$ cat src/rtl/sqr_pipe_sgn_uns_if.sv
// Stream bundle for the pipelined squarer: operand side (X/TC) and result side (P).
interface sqr_pipe_sgn_uns_if #(
    parameter int width = 8
);
    logic                 TC;
    logic                 InValid;
    logic                 InReady;
    logic [width-1:0]     X;
    logic                 OutValid;
    logic                 OutReady;
    logic [2*width-1:0]   P;

    modport master (
        output TC, InValid, X, OutReady,
        input  InReady, OutValid, P
    );

    modport slave (
        input  TC, InValid, X, OutReady,
        output InReady, OutValid, P
    );
endinterface

$ cat src/rtl/sqr_pipe_sgn_uns.sv
// Pipelined signed/unsigned squarer: folded partial products reduced in carry-save form,
// carried through elastic valid/ready stages; carry-propagate add feeds the last register.
module sqr_pipe_sgn_uns #(
    parameter int width  = 8,
    parameter int stages = 2
) (
    input logic               CLK,
    input logic               RST,
    sqr_pipe_sgn_uns_if.slave bus
);
    localparam int PW = 2 * width;

    logic [width-1:0] mag;
    logic [PW-1:0]    row;
    logic [PW-1:0]    nxt_s;
    logic [PW-1:0]    nxt_c;
    logic [PW-1:0]    in_sum;
    logic [PW-1:0]    in_car;

    // Each operand row i holds x(i) at column 2i and the folded pairs x(i)x(k), k>i, at i+k+1.
    always_comb begin
        mag    = (bus.TC && bus.X[width-1]) ? -bus.X : bus.X;
        row    = '0;
        nxt_s  = '0;
        nxt_c  = '0;
        in_sum = '0;
        in_car = '0;
        for (int i = 0; i < width; i++) begin
            row        = '0;
            row[2*i]   = mag[i];
            for (int k = i + 1; k < width; k++) begin
                row[i+k+1] = mag[i] & mag[k];
            end
            nxt_s  = in_sum ^ in_car ^ row;
            nxt_c  = ((in_sum & in_car) | (in_sum & row) | (in_car & row)) << 1;
            in_sum = nxt_s;
            in_car = nxt_c;
        end
    end

    logic              rdy_q, rdy_d;
    logic [stages-1:0] v_q, v_d;
    logic [stages-1:0] en;
    logic [stages-1:0] src_v;
    logic [PW-1:0]     sum_q   [stages];
    logic [PW-1:0]     sum_d   [stages];
    logic [PW-1:0]     car_q   [stages];
    logic [PW-1:0]     car_d   [stages];
    logic [PW-1:0]     src_sum [stages];
    logic [PW-1:0]     src_car [stages];
    logic              en_nxt;
    logic              in_ready;
    logic              in_fire;

    always_comb begin
        rdy_d  = 1'b1;
        en     = '0;
        en_nxt = bus.OutReady;
        for (int s = stages - 1; s >= 0; s--) begin
            en[s]  = ~v_q[s] | en_nxt;
            en_nxt = en[s];
        end
        in_ready = rdy_q & en[0];
        in_fire  = bus.InValid & in_ready;

        src_v      = '0;
        src_v[0]   = in_fire;
        src_sum[0] = in_sum;
        src_car[0] = in_car;
        for (int s = 1; s < stages; s++) begin
            src_v[s]   = v_q[s-1];
            src_sum[s] = sum_q[s-1];
            src_car[s] = car_q[s-1];
        end

        v_d = v_q;
        for (int s = 0; s < stages; s++) begin
            sum_d[s] = sum_q[s];
            car_d[s] = car_q[s];
            if (en[s]) begin
                v_d[s] = src_v[s];
                // Data only moves with a valid token, so idle X/TC never touch state.
                if (src_v[s]) begin
                    if (s == stages - 1) begin
                        sum_d[s] = src_sum[s] + src_car[s];
                        car_d[s] = '0;
                    end else begin
                        sum_d[s] = src_sum[s];
                        car_d[s] = src_car[s];
                    end
                end
            end
        end
    end

    always_ff @(posedge CLK or posedge RST) begin
        if (RST) begin
            rdy_q <= 1'b0;
            v_q   <= '0;
            for (int s = 0; s < stages; s++) begin
                sum_q[s] <= '0;
                car_q[s] <= '0;
            end
        end else begin
            rdy_q <= rdy_d;
            v_q   <= v_d;
            for (int s = 0; s < stages; s++) begin
                sum_q[s] <= sum_d[s];
                car_q[s] <= car_d[s];
            end
        end
    end

    assign bus.InReady  = in_ready;
    assign bus.OutValid = v_q[stages-1];
    assign bus.P        = sum_q[stages-1];
endmodule

$ cat src/flat_wrapper.sv
// flat-port wrapper written by rule: the top's interface ports become plain ports
module sqr_pipe_sgn_uns_flat 
#(
    parameter int width  = 8,
    parameter int stages = 2
)
  (CLK, RST, bus_TC, bus_InValid, bus_X, bus_OutReady, bus_InReady, bus_OutValid, bus_P);
  sqr_pipe_sgn_uns_if #(.width(width)) bus_i ();
  input logic CLK;
  input logic RST;
  input wire logic [$bits(bus_i.TC)-1:0] bus_TC;
  input wire logic [$bits(bus_i.InValid)-1:0] bus_InValid;
  input wire logic [$bits(bus_i.X)-1:0] bus_X;
  input wire logic [$bits(bus_i.OutReady)-1:0] bus_OutReady;
  output wire logic [$bits(bus_i.InReady)-1:0] bus_InReady;
  output wire logic [$bits(bus_i.OutValid)-1:0] bus_OutValid;
  output wire logic [$bits(bus_i.P)-1:0] bus_P;
  assign bus_i.TC = bus_TC;
  assign bus_i.InValid = bus_InValid;
  assign bus_i.X = bus_X;
  assign bus_i.OutReady = bus_OutReady;
  assign bus_InReady = bus_i.InReady;
  assign bus_OutValid = bus_i.OutValid;
  assign bus_P = bus_i.P;
  sqr_pipe_sgn_uns #(.width(width), .stages(stages)) u_core (.CLK(CLK), .RST(RST), .bus(bus_i));
endmodule
$ cat config.mk
export PLATFORM = sky130hd
export DESIGN_NAME = sqr_pipe_sgn_uns_flat
export DESIGN_NICKNAME = d
export VERILOG_FILES = /design/src/rtl/sqr_pipe_sgn_uns_if.sv /design/src/rtl/sqr_pipe_sgn_uns.sv /design/src/flat_wrapper.sv
export SDC_FILE = /design/constraint.sdc
export NUM_CORES = 1
export LEC_CHECK = 0
export ABC_AREA = 1
export CORE_MARGIN = 10
export CORE_UTILIZATION = 54
export DETAILED_ROUTE_END_ITERATION = 8
export PLACE_DENSITY = 0.77
export SYNTH_ARGS = -nofsm -noshare
export SYNTH_HDL_FRONTEND = slang
export SYNTH_SLANG_ARGS = --single-unit
export TNS_END_PERCENT = 20
$ cat constraint.sdc
create_clock -name CLK -period 1.8 [get_ports CLK]
set_input_delay 0.18 -clock CLK [delete_from_list [all_inputs] [get_ports CLK]]
set_output_delay 0.18 -clock CLK [all_outputs]
set_load 0.05 [all_outputs]
**Run 1: the metal 2 layer**

Scale bar: 20 um.
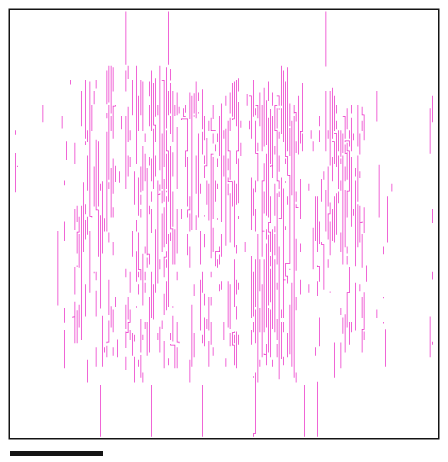
nets with wire on the layer: 395
share of all routed wire: 53%
main direction: vertical

**Run 1: sequential cells grouped by signal name**

Other sequential cells in the stronger gray, the rest of the logic in the fainter gray.
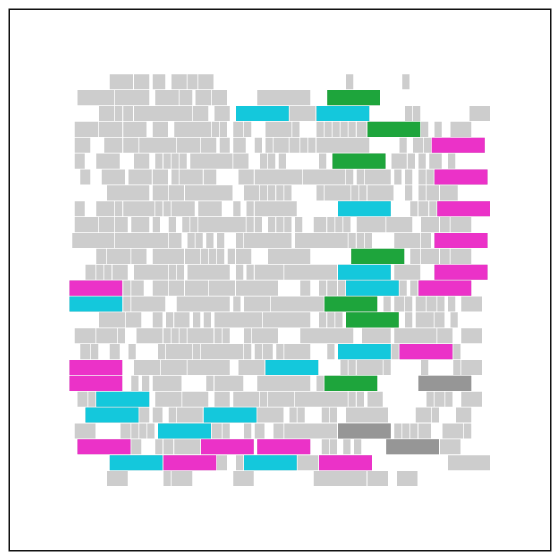
[u_core.car_q] green | placed flops: 7
[u_core.src_sum] cyan | placed flops: 14
[u_core.bus.P] magenta | placed flops: 15

**Run 1: wires at chosen ports, followed through buffers**

Scale bar: 20 um.
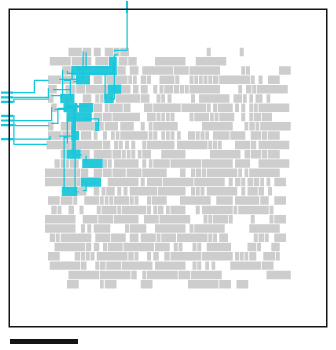
[bus_X] cyan | direction: input | edge: 7 left, 1 top | end cells: 19 | buffers: 14 | wire: 334 um

## run 1: cells in the mapped netlist
master,number
nand2_1,91
inv_1,52
ha_1,40
dfrtp_1,39
o21ai_0,24
nor2_1,23
fa_1,15
nand3_1,9
inv_2,4
nand2_2,4
clkbuf_1,3
a21oi_1,2
a31oi_1,2
buf_4,2
conb_1,2
nand2_4,2
o21ai_1,2
xnor2_1,2
xor2_1,2
a21oi_4,1
buf_2,1
buf_6,1
nand3_2,1
nand4_1,1
o21bai_1,1
or2_1,1
or2_2,1
xnor2_2,1
xor2_4,1
## run 1: layer usage
metal / vias up / GRT usage [%] / part of all wire [%]
met2: 55 / 28.1 / 53
met3: 19 / 4.28 / 4.5
li1: 1146 / - / -
met1: 1100 / 15.2 / 39
met4: 0 / 6.43 / 3.3
met5: - / 0 / 0
==> impl_metrics.env, run 1 <==
# flow metrics
export IMPL_status="finished, violations left"
export IMPL_violations="negative setup slack"
export IMPL_cp_cell_sequence="buf_12, inv_16, ha_4, nand3_4, nand2_4, nand2_4, nand2_4, inv_2, nor2_2, ha_2, inv_2, fa_2, inv_2, fa_2, fa_1, inv_2, fa_1, inv_2, ha_4, ha_4, nand2_2, o21ai_1"
export IMPL_cts_hold_buf=0
export IMPL_core_area_sq_mm=0.00511
export IMPL_die_area_sq_mm=0.00856
export IMPL_worstSetupPathType="primary input to flip-flop"
export IMPL_grtUsageTotal_pct=15.0
export IMPL_nonClockInverterCount=56
export IMPL_clk_pin_slew_ps=80
export IMPL_finalSetupViolCount=18
export IMPL_max_freq_mhz=277
export IMPL_seqCellArea_sq_um=976
export IMPL_ys_flops=39
export IMPL_worstPathRequired_ps=1980
export IMPL_end_kind="flip-flop"
export IMPL_dpl_cell_area_sq_mm=0.00351
export IMPL_period_used_pct=200
export IMPL_logic_area_sq_mm=0.00189
export IMPL_synth_cell_type_count=29
export IMPL_dpl_cell_count=454
export IMPL_ys_warn_count=0
export IMPL_grt_max_degree=40
export IMPL_fin_util_pct=75.7
export IMPL_hold_slack_ps=298
export IMPL_timing_rr_start="u_core.src_sum[9]$_DFFE_PP0P_"
export IMPL_largest_cell_class="combinational gates"
export IMPL_clkbuf_count=6
export IMPL_htree_levels=2
export IMPL_slowest_stage="fa_1"
export IMPL_dpl_hpwl_mm=4.44
export IMPL_synth_nets=398
export IMPL_switchingPower_mw=1.70
export IMPL_num_multi_input_gates=228
export IMPL_fp_util_pct=55.6
export IMPL_cts_setup_buffers=3
export IMPL_crit_arrival_ps=3790
export IMPL_crit_top_cell="inv_2"
export IMPL_p_int_mw=2.27
export IMPL_critPathTopFamily="adder cells"
export IMPL_wl_per_cell_um=13.5
export IMPL_antenna_left=0
export IMPL_buffer_area_share_pct=15.2
export IMPL_cts_resized=78
export IMPL_post_route_min_period_ps=3610
export IMPL_worst_path_stages=22
export IMPL_fin_cells=466
export IMPL_clk_latency_ps=290
export IMPL_fp_row_count=26
export IMPL_seq_share_pct=25.2
export IMPL_synth_xor_area_share_pct=2.77
export IMPL_fin_nets=463
export IMPL_cap_violations=0
export IMPL_crit_fanout=3
export IMPL_place_ws_ps=-2690
export IMPL_fin_ws_ps=-1810
export IMPL_drv_slew=0
export IMPL_top_area_share_pct=34.3
export IMPL_vias=2320
export IMPL_startpoint="bus_X[0]"
export IMPL_drtIter0Drc=64
export IMPL_cts_buffers_inserted=5
export IMPL_signal_buffers=65
export IMPL_num_antenna_cells=0
==> run 1 -> run 2 <==
==> constraint.sdc (replaced) <==
create_clock -name CLK -period 1.8 [get_ports CLK]
set_input_delay 0.18 -clock CLK [delete_from_list [all_inputs] [get_ports CLK]]
set_output_delay 0.18 -clock CLK [all_outputs]
set_load 0.01 [all_outputs]
**Run 2: wiring by layer**

Only two layers are drawn.
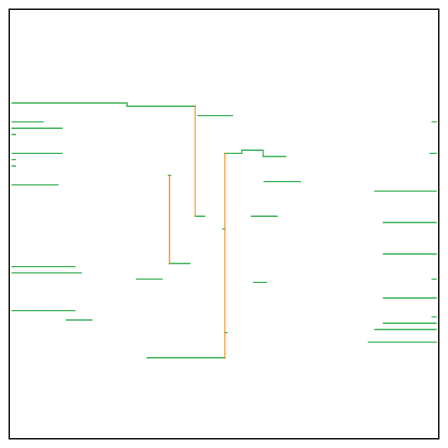
[M3] green | wire length: 287 um
[M4] orange | wire length: 87.0 um

**Run 2: wires at chosen ports, followed through buffers**

Scale bar: 20 um.
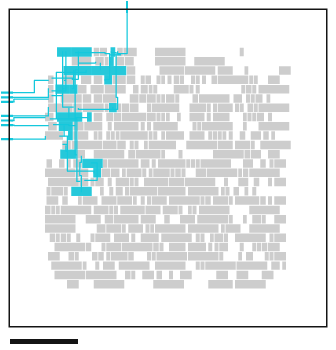
[bus_X] cyan | direction: input | edge: 7 left, 1 top | end cells: 19 | buffers: 14 | wire: 365 um

==> impl_metrics.env, run 2 <==
# flow metrics
export IMPL_die_area_sq_mm=0.00856
export IMPL_cts_setup_buffers=2
export IMPL_wl_met3_um=286
export IMPL_startpoint="bus_X[0]"
export IMPL_synth_cell_type_count=29
export IMPL_end_kind="flip-flop"
export IMPL_fp_row_count=26
export IMPL_post_route_min_period_ps=3530
export IMPL_hold_slack_ps=308
export IMPL_fin_ws_ps=-1730
export IMPL_worstPathRequired_ps=1970
export IMPL_ys_flops=39
export IMPL_worstSetupPathType="primary input to flip-flop"
export IMPL_grtUsageTotal_pct=14.3
export IMPL_slowest_stage="fa_1"
export IMPL_place_ws_ps=-2650
export IMPL_dpl_hpwl_mm=4.37
export IMPL_met2_usage_pct=25.6
export IMPL_p_int_mw=2.19
export IMPL_async_flop_share_pct=100
export IMPL_status="finished, violations left"
export IMPL_fin_nets=463
export IMPL_htree_levels=2
export IMPL_cts_buffers_inserted=5
export IMPL_wl_per_cell_um=12.8
export IMPL_period_used_pct=196
export IMPL_ys_flop_type="dfrtp_1"
export IMPL_crit_top_cell="ha_4"
export IMPL_core_area_sq_mm=0.00511
export IMPL_violations="negative setup slack"
export IMPL_antenna_left=0
export IMPL_finalSetupViolCount=18
export IMPL_grt_max_degree=40
export IMPL_top_area_share_pct=34.3
export IMPL_critPathTopFamily="adder cells"
export IMPL_num_antenna_cells=0
export IMPL_ys_warn_count=0
**Run 2: sequential cells grouped by signal name**

Other sequential cells in the stronger gray, the rest of the logic in the fainter gray.
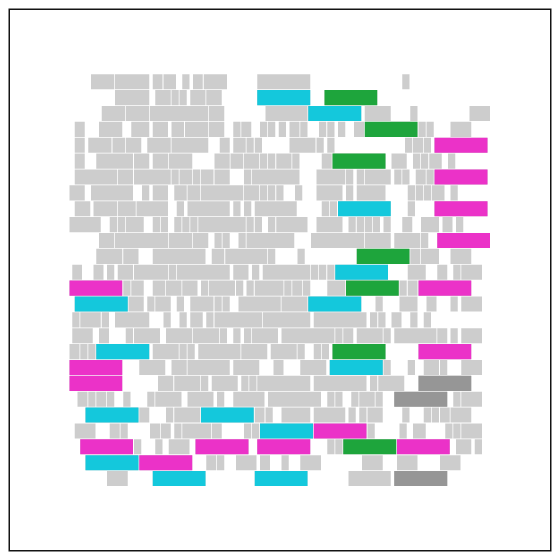
[u_core.src_sum] cyan | placed flops: 14
[u_core.bus.P] magenta | placed flops: 15
[u_core.car_q] green | placed flops: 7

## run 2: cell counts after synthesis
No cell type changed its count.
## run 2: kinds of logic after synthesis
group,after synthesis
other,2
adders and majority gates,55
DFF,39
AOI/OAI and AO/OA,32
buffers and inverters,63
xor gates and xnor gates,6
and+or+nand+nor,133
## run 2: area by class of cell
cell class | count | area, sq um
Tap cell | 70 | 87.6
Fill cell | 373 | 1260
Timing Repair Buffer | 65 | 577
Inverter | 56 | 239
Sequential cell | 39 | 976
Multi-Input combinational cell | 228 | 1890
Clock inverter | 2 | 13.8
Clock buffer | 5 | 68.8
==> run 2 -> run 3 <==
- ABC_AREA: 1 -> default
- CTS_CLUSTER_SIZE: default -> 40
- REMOVE_ABC_BUFFERS: default -> 1
**Run 3: sequential cells grouped by signal name**

Other sequential cells in the stronger gray, the rest of the logic in the fainter gray.
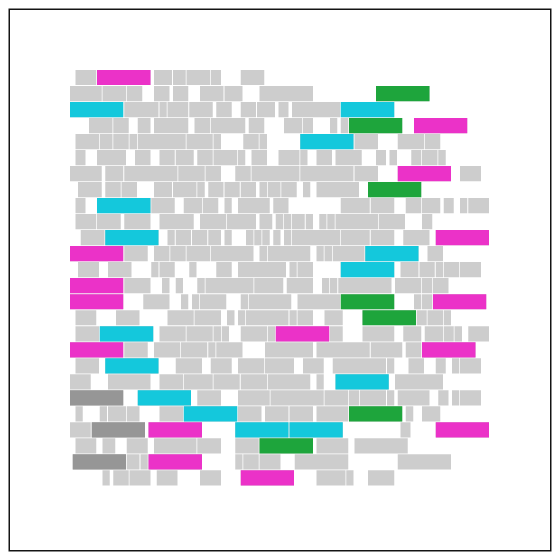
[u_core.car_q] green | placed flops: 7
[u_core.src_sum] cyan | placed flops: 14
[u_core.bus.P] magenta | placed flops: 15
not colored: 3

**Run 3: the metal 2 layer**

Scale bar: 20 um.
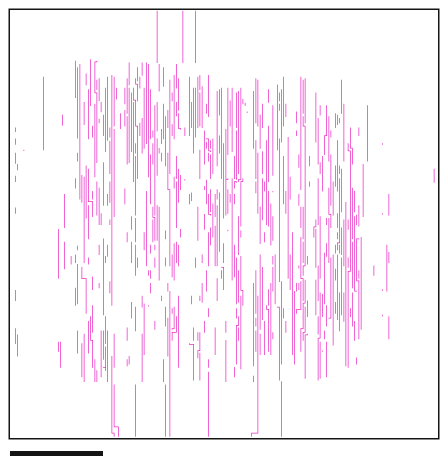
nets with wire on the layer: 345
wire length on this layer: 3210 um
share of all routed wire: 54%
main direction: vertical
longest straight run: 49.3 um

**Run 3: wires at chosen ports, followed through buffers**

Scale bar: 20 um.
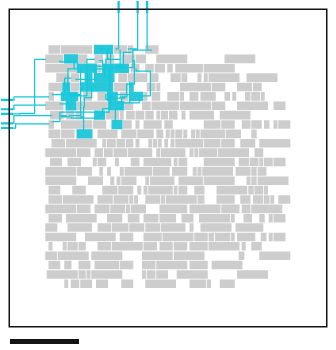
port bufs: 29
number of I/O pins: 31

==> impl_metrics.env, run 3 <==
# flow metrics
export IMPL_p_leak_nw=1.79
export IMPL_max_freq_mhz=268
export IMPL_holdCritStartpoint="bus_X[0]"
export IMPL_synth_logic_top_family="adder cells"
export IMPL_ys_sh_adder_pct=28.8
export IMPL_num_antenna_cells=0
export IMPL_drv_slew=0
export IMPL_synth_xor_area_share_pct=2.52
export IMPL_rsz0062_at_grt="true"
export IMPL_period_used_pct=207
export IMPL_worst_path_stages=14
export IMPL_postSynthCellCount=253
export IMPL_clk_latency_ps=290
export IMPL_cts_hold_buf=0
export IMPL_critPathTopFamily="adder cells"
export IMPL_crit_path_end="u_core.car_q[27]$_DFFE_PP0P_"
export IMPL_fin_nets=390
export IMPL_vias=1993
export IMPL_hold_end="u_core.src_sum[0]$_DFFE_PP0P_"
export IMPL_tns_ps=-27100
export IMPL_powerDensity_mw_per_mm2=1020
export IMPL_cts_setup_buffers=4
export IMPL_drive_gt1_share_pct=42.7
export IMPL_ys_flop_type="dfrtp_1"
export IMPL_pwr_share_comb_pct=49.0
export IMPL_cp_cell_sequence="buf_6, or4_4, o21ai_4, or2b_1, fa_2, inv_2, fa_2, fa_1, inv_1, fa_1, inv_2, ha_4, ha_4, mux2_4"
export IMPL_end_kind="flip-flop"
export IMPL_place_gp_congestion=0.849
export IMPL_power_sequential_mw=1.31
export IMPL_cap_violations=0
export IMPL_fin_ws_ps=-1930
export IMPL_switchingPower_mw=1.31
export IMPL_cts_sinks=39
export IMPL_antenna_left=0
export IMPL_place_ws_ps=-3030
export IMPL_htree_levels=2
export IMPL_p_int_mw=2.58
export IMPL_layout_top_cells="dfrtp_1, buf_4, ha_1"
export IMPL_dpl_hpwl_mm=4.13
export IMPL_vias_per_cell=5.07
export IMPL_area_leaders="dfrtp_1, ha_1, fa_1"
export IMPL_async_flop_share_pct=100
export IMPL_hold_slack_ps=139
export IMPL_comb_power_mw=1.91
export IMPL_top_area_share_pct=35.2
export IMPL_ys_warn_count=0
export IMPL_drc=0
export IMPL_grt_pass1_wl_mm=10.3
export IMPL_fp_row_count=26
export IMPL_slowest_stage="fa_2"
export IMPL_fin_area_sq_mm=0.00381
export IMPL_fin_cells=393
export IMPL_grt_max_degree=40
export IMPL_worstSetupPathType="primary input to flip-flop"
export IMPL_finalSetupViolCount=19
export IMPL_dr_pass1_iters=4
export IMPL_startpoint="bus_X[6]"
export IMPL_reg2reg_slack_ps=-30
export IMPL_ir_worst_vdd_mv=0.760
export IMPL_cts_buffers_inserted=5
export IMPL_core_area_sq_mm=0.00504
export IMPL_area_growth_pct=37.3
export IMPL_status="finished, violations left"
export IMPL_yosys_area_top_type="dfrtp_1"
export IMPL_startpoint_type="primary input"
export IMPL_most_common_cell="ha_1"
export IMPL_crit_fanout=2
export IMPL_ys_flops=39
export IMPL_hold_violations=0
export IMPL_wl_per_cell_um=15.1
export IMPL_dpl_cell_area_sq_mm=0.00341
export IMPL_drtIter0Drc=53
export IMPL_routed_wirelength_mm=5.95
export IMPL_worstPathRequired_ps=1980
export IMPL_synth_cell_type_count=41
export IMPL_root_buffer="clkbuf_8"
export IMPL_post_route_min_period_ps=3730
export IMPL_die_area_sq_mm=0.00841
export IMPL_violations="negative setup slack"
export IMPL_grtUsageTotal_pct=14.9
export IMPL_path_buffers=4
export IMPL_hold_path_class="primary input to flip-flop"
export IMPL_p_sw_share_pct=33.7
export IMPL_p_clk_share_pct=17.4
export IMPL_edf_count=0
## run 3: cell types whose count changed after synthesis, sizes merged, moves of 3 or more
cell / previous run / this run
nand2b: 0 / 5
mux2: 0 / 26
o21a: 0 / 3
nand2: 97 / 18
o21ai: 26 / 10
inv: 56 / 30
nand3: 10 / 1
nor2: 23 / 19
a21oi: 3 / 8
## run 3: metal layers
metal,track usage [%],up-vias,part of all wire [%]
li1,-,980,-
met1,16.1,965,40
met2,27.4,37,54
met3,4.16,11,3.8
met4,4.76,0,1.6
met5,0,-,0
## run 3: cell type report
class	instances	area, sq um
Sequential cell	39	976
Inverter	31	121
Clock inverter	1	7.51
Timing Repair Buffer	68	623
Fill cell	327	1230
Tap cell	70	87.6
Multi-Input combinational cell	177	1900
Clock buffer	7	96.3
